**src/rtl/mips_mc_control.sv**
```systemverilog
// mips_mc_control: multi-cycle control sequencer for the MIPS32 core.
// Steps the shared datapath through fetch, decode, execute, memory and
// write-back phases. All datapath selects and strobes are decoded from the
// current state, plus mem_ready in the memory states, so an asynchronous
// reset drops every strobe immediately.
// Build option: define MC_CTRL_STALL_EN to honour the mem_ready handshake.
// When it is left undefined, mem_ready is treated as always high and each
// memory state lasts exactly one cycle.
module mips_mc_control (
  input  logic       clk,
  input  logic       rst,
  input  logic [5:0] opcode,
  input  logic       zero_flag,
  input  logic       mem_ready,
  output logic       pc_write,
  output logic       pc_write_cond,
  output logic [1:0] pc_source,
  output logic       i_or_d,
  output logic       mem_read,
  output logic       mem_write,
  output logic       ir_write,
  output logic       reg_dst,
  output logic       mem_to_reg,
  output logic       reg_write,
  output logic       alu_src_a,
  output logic [1:0] alu_src_b,
  output logic [1:0] alu_op,
  output logic       instr_done,
  output logic       halted,
  output logic [3:0] state_dbg
);

  typedef enum logic [3:0] {
    BOOT     = 4'd0,
    FETCH    = 4'd1,
    DECODE   = 4'd2,
    MEM_ADDR = 4'd3,
    MEM_RD   = 4'd4,
    MEM_WB   = 4'd5,
    MEM_WR   = 4'd6,
    EXEC     = 4'd7,
    R_WB     = 4'd8,
    BRANCH   = 4'd9,
    JUMP     = 4'd10,
    ADDI_EX  = 4'd11,
    ADDI_WB  = 4'd12,
    HALT     = 4'd13
  } state_t;

  localparam logic [5:0] OP_LW    = 6'b100011;
  localparam logic [5:0] OP_SW    = 6'b101011;
  localparam logic [5:0] OP_RTYPE = 6'b000000;
  localparam logic [5:0] OP_BEQ   = 6'b000100;
  localparam logic [5:0] OP_J     = 6'b000010;
  localparam logic [5:0] OP_ADDI  = 6'b001000;

  state_t state_r;
  state_t next_state_s;
  logic   is_store_r;
  logic   ready_s;

`ifdef MC_CTRL_STALL_EN
  assign ready_s = mem_ready;
`else
  // The port is kept so both builds share one interface. Its value is not used.
  logic unused_mem_ready_s;
  assign unused_mem_ready_s = mem_ready;
  assign ready_s = 1'b1;
`endif

  // zero_flag gates the PC in the datapath, so the sequencer only exports pc_write_cond.
  logic unused_zero_flag_s;
  assign unused_zero_flag_s = zero_flag;

  assign state_dbg = state_r;

  // State register. Reset returns the sequencer to BOOT asynchronously.
  always_ff @(posedge clk or negedge rst) begin
    if (!rst) begin
      state_r <= BOOT;
    end else begin
      state_r <= next_state_s;
    end
  end

  // lw and sw share MEM_ADDR, so this flop records which one DECODE saw.
  // opcode is ignored in every other state.
  always_ff @(posedge clk or negedge rst) begin
    if (!rst) begin
      is_store_r <= 1'b0;
    end else if (state_r == DECODE) begin
      is_store_r <= (opcode == OP_SW);
    end else begin
      is_store_r <= is_store_r;
    end
  end

  // Next-state logic. The unused encodings 14 and 15 fall back to FETCH.
  always_comb begin
    next_state_s = state_r;
    case (state_r)
      BOOT:     next_state_s = FETCH;
      FETCH: begin
        if (ready_s) begin
          next_state_s = DECODE;
        end else begin
          next_state_s = FETCH;
        end
      end
      DECODE: begin
        case (opcode)
          OP_LW, OP_SW: next_state_s = MEM_ADDR;
          OP_RTYPE:     next_state_s = EXEC;
          OP_BEQ:       next_state_s = BRANCH;
          OP_J:         next_state_s = JUMP;
          OP_ADDI:      next_state_s = ADDI_EX;
          default:      next_state_s = HALT;
        endcase
      end
      MEM_ADDR: begin
        if (is_store_r) begin
          next_state_s = MEM_WR;
        end else begin
          next_state_s = MEM_RD;
        end
      end
      MEM_RD: begin
        if (ready_s) begin
          next_state_s = MEM_WB;
        end else begin
          next_state_s = MEM_RD;
        end
      end
      MEM_WR: begin
        if (ready_s) begin
          next_state_s = FETCH;
        end else begin
          next_state_s = MEM_WR;
        end
      end
      EXEC:     next_state_s = R_WB;
      ADDI_EX:  next_state_s = ADDI_WB;
      MEM_WB:   next_state_s = FETCH;
      R_WB:     next_state_s = FETCH;
      ADDI_WB:  next_state_s = FETCH;
      BRANCH:   next_state_s = FETCH;
      JUMP:     next_state_s = FETCH;
      HALT:     next_state_s = HALT;
      default:  next_state_s = FETCH;
    endcase
  end

  // Output decode. Every strobe defaults low and only the owning state raises it.
  always_comb begin
    pc_write      = 1'b0;
    pc_write_cond = 1'b0;
    pc_source     = 2'b00;
    i_or_d        = 1'b0;
    mem_read      = 1'b0;
    mem_write     = 1'b0;
    ir_write      = 1'b0;
    reg_dst       = 1'b0;
    mem_to_reg    = 1'b0;
    reg_write     = 1'b0;
    alu_src_a     = 1'b0;
    alu_src_b     = 2'b00;
    alu_op        = 2'b00;
    instr_done    = 1'b0;
    halted        = 1'b0;
    case (state_r)
      FETCH: begin
        // The IR and PC load only in the cycle the fetch completes, so the PC
        // advances exactly once per fetch.
        mem_read  = 1'b1;
        ir_write  = ready_s;
        pc_write  = ready_s;
        alu_src_b = 2'b01;
      end
      DECODE: begin
        // The branch target is precomputed into ALUOut in case this is a beq.
        alu_src_b = 2'b11;
      end
      MEM_ADDR, ADDI_EX: begin
        alu_src_a = 1'b1;
        alu_src_b = 2'b10;
      end
      MEM_RD: begin
        mem_read = 1'b1;
        i_or_d   = 1'b1;
      end
      MEM_WR: begin
        mem_write  = 1'b1;
        i_or_d     = 1'b1;
        instr_done = ready_s;
      end
      MEM_WB: begin
        reg_write  = 1'b1;
        mem_to_reg = 1'b1;
        instr_done = 1'b1;
      end
      EXEC: begin
        alu_src_a = 1'b1;
        alu_op    = 2'b10;
      end
      R_WB: begin
        reg_dst    = 1'b1;
        reg_write  = 1'b1;
        instr_done = 1'b1;
      end
      ADDI_WB: begin
        reg_write  = 1'b1;
        instr_done = 1'b1;
      end
      BRANCH: begin
        alu_src_a     = 1'b1;
        alu_op        = 2'b01;
        pc_write_cond = 1'b1;
        pc_source     = 2'b01;
        instr_done    = 1'b1;
      end
      JUMP: begin
        pc_write   = 1'b1;
        pc_source  = 2'b10;
        instr_done = 1'b1;
      end
      HALT: begin
        halted = 1'b1;
      end
      default: begin
        halted = 1'b0;
      end
    endcase
  end

endmodule

```
**config.mk**
```make
export PLATFORM = sky130hd
export DESIGN_NAME = mips_mc_control
export DESIGN_NICKNAME = d
export VERILOG_FILES = /design/src/rtl/mips_mc_control.sv
export SDC_FILE = /design/constraint.sdc
export NUM_CORES = 1
export LEC_CHECK = 0
export ABC_AREA = 1
export CAP_MARGIN = 40
export CELL_PAD_IN_SITES_DETAIL_PLACEMENT = 1
export CELL_PAD_IN_SITES_GLOBAL_PLACEMENT = 2
export CORE_UTILIZATION = 15
export CTS_CLUSTER_DIAMETER = 40
export DETAILED_ROUTE_END_ITERATION = 6
export PLACE_DENSITY = 0.77
export SLEW_MARGIN = 20
export SYNTH_ARGS = -nofsm -noshare
export SYNTH_HDL_FRONTEND = slang
export SYNTH_SLANG_ARGS = --single-unit
export TNS_END_PERCENT = 1
```
**constraint.sdc**
```tcl
create_clock -name clk -period 1.5 [get_ports clk]
set_clock_uncertainty 0.05 [all_clocks]
set_input_delay 0.3 -clock clk [delete_from_list [all_inputs] [get_ports clk]]
set_output_delay 0.3 -clock clk [all_outputs]
set_load 0.02 [all_outputs]
```
layer_met2.png
Drawn at 6 px/um.
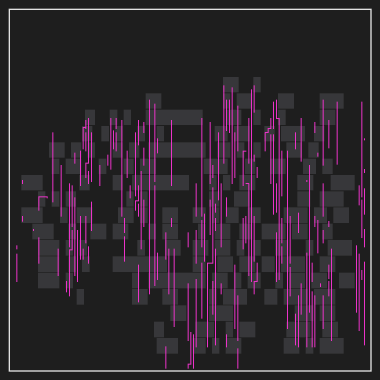
share of all routed wire: 57%
main direction: vertical
nets with wire on the layer: 137

==> results.toml <==
# implementation run metrics
[die]
die_area_sq_um = 3606
io_pins = 32
core_sq_um = 3128
nWellTaps = 44

[layout]
instances_no_fill = 191
stdcell_area_sq_um = 1100
layout.nonclk_buf_share_pct = 39.14
drive_gt1_share_pct = 57.82
final_nets = 158
seq_area_sq_um = 130.1
final_core_util_pct = 35.16
clockNetworkAreaShare_pct = 2.389
buffers = 54
final_layout_top_logic_cells = "buf_4, nand2_1, nor2_1"
dominant_cells = "non-clock buffers"
num-multi-input-gates = 64

[job]
warnings = 31

[timing]
worst_pin_slew_ns = 0.2518
setup_viol = 17
hold_viol = 0
whs_ns = 0.2346
max-slew-margin-rel_pct = 83.15
worst_slack_ns = -0.1968

[pwr]
power_switching_mw = 1.023
power_density_nw_per_um2 = 1857
vdd_drop_max_v = 0.0003918
p_leak_nw = 0.5736
clockPowerShare_pct = 7.4
power.share.sequential_pct = 13.4

[route]
drt_pre_antenna_iters = 4
wl_met2_um = 1072
dr.max_layer_used = "met3"
drc = 0

[global_route]
use_met2_pct = 24.29
grt_pass1_wl_um = 3077
top_usage_layer = "met2"

[synth]
numSynthFlops = 5
yosys_area_sq_um = 505.5
postSynthSeqShare_pct = 24.75
yosysTopAreaCell = "dfrtp_1"
synthTopLogicFamily = "simple AND/OR/NAND/NOR gates"
synth_xor_xnor_area_share_pct = 0
top_cell_area_share_pct = 24.75
yosysCellCount = 91
netlist_area_sq_um = 505.5
synth-main-ff-cell = "dfrtp_1"

[outcome]
status = "complete, but fails checks"
violations = "setup timing"

[setup_path]
worstSetupPathType = "flip-flop to output port"
crit_path_frequent_cell = "inv_2"
setup.worst_path.start_class = "flip-flop"
crit_buf_inv = 3
cp_num_cells = 7
critPathCaptureType = "output port"

[cts]
cts_root_buffer = "clkbuf_4"

[place]
io_buffer_count = 29
dp_hpwl_um = 1684
clocks.png
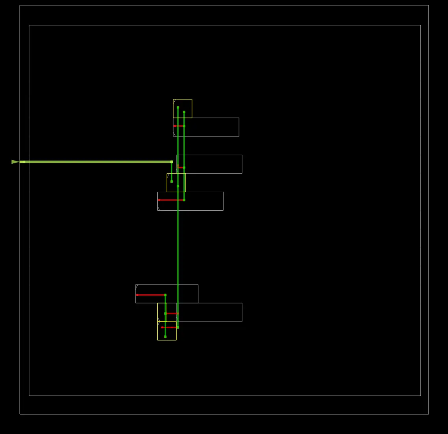
flop count: 5
# clock sinks: 5
Num CTS Buffers: 3
clock buf count: 4

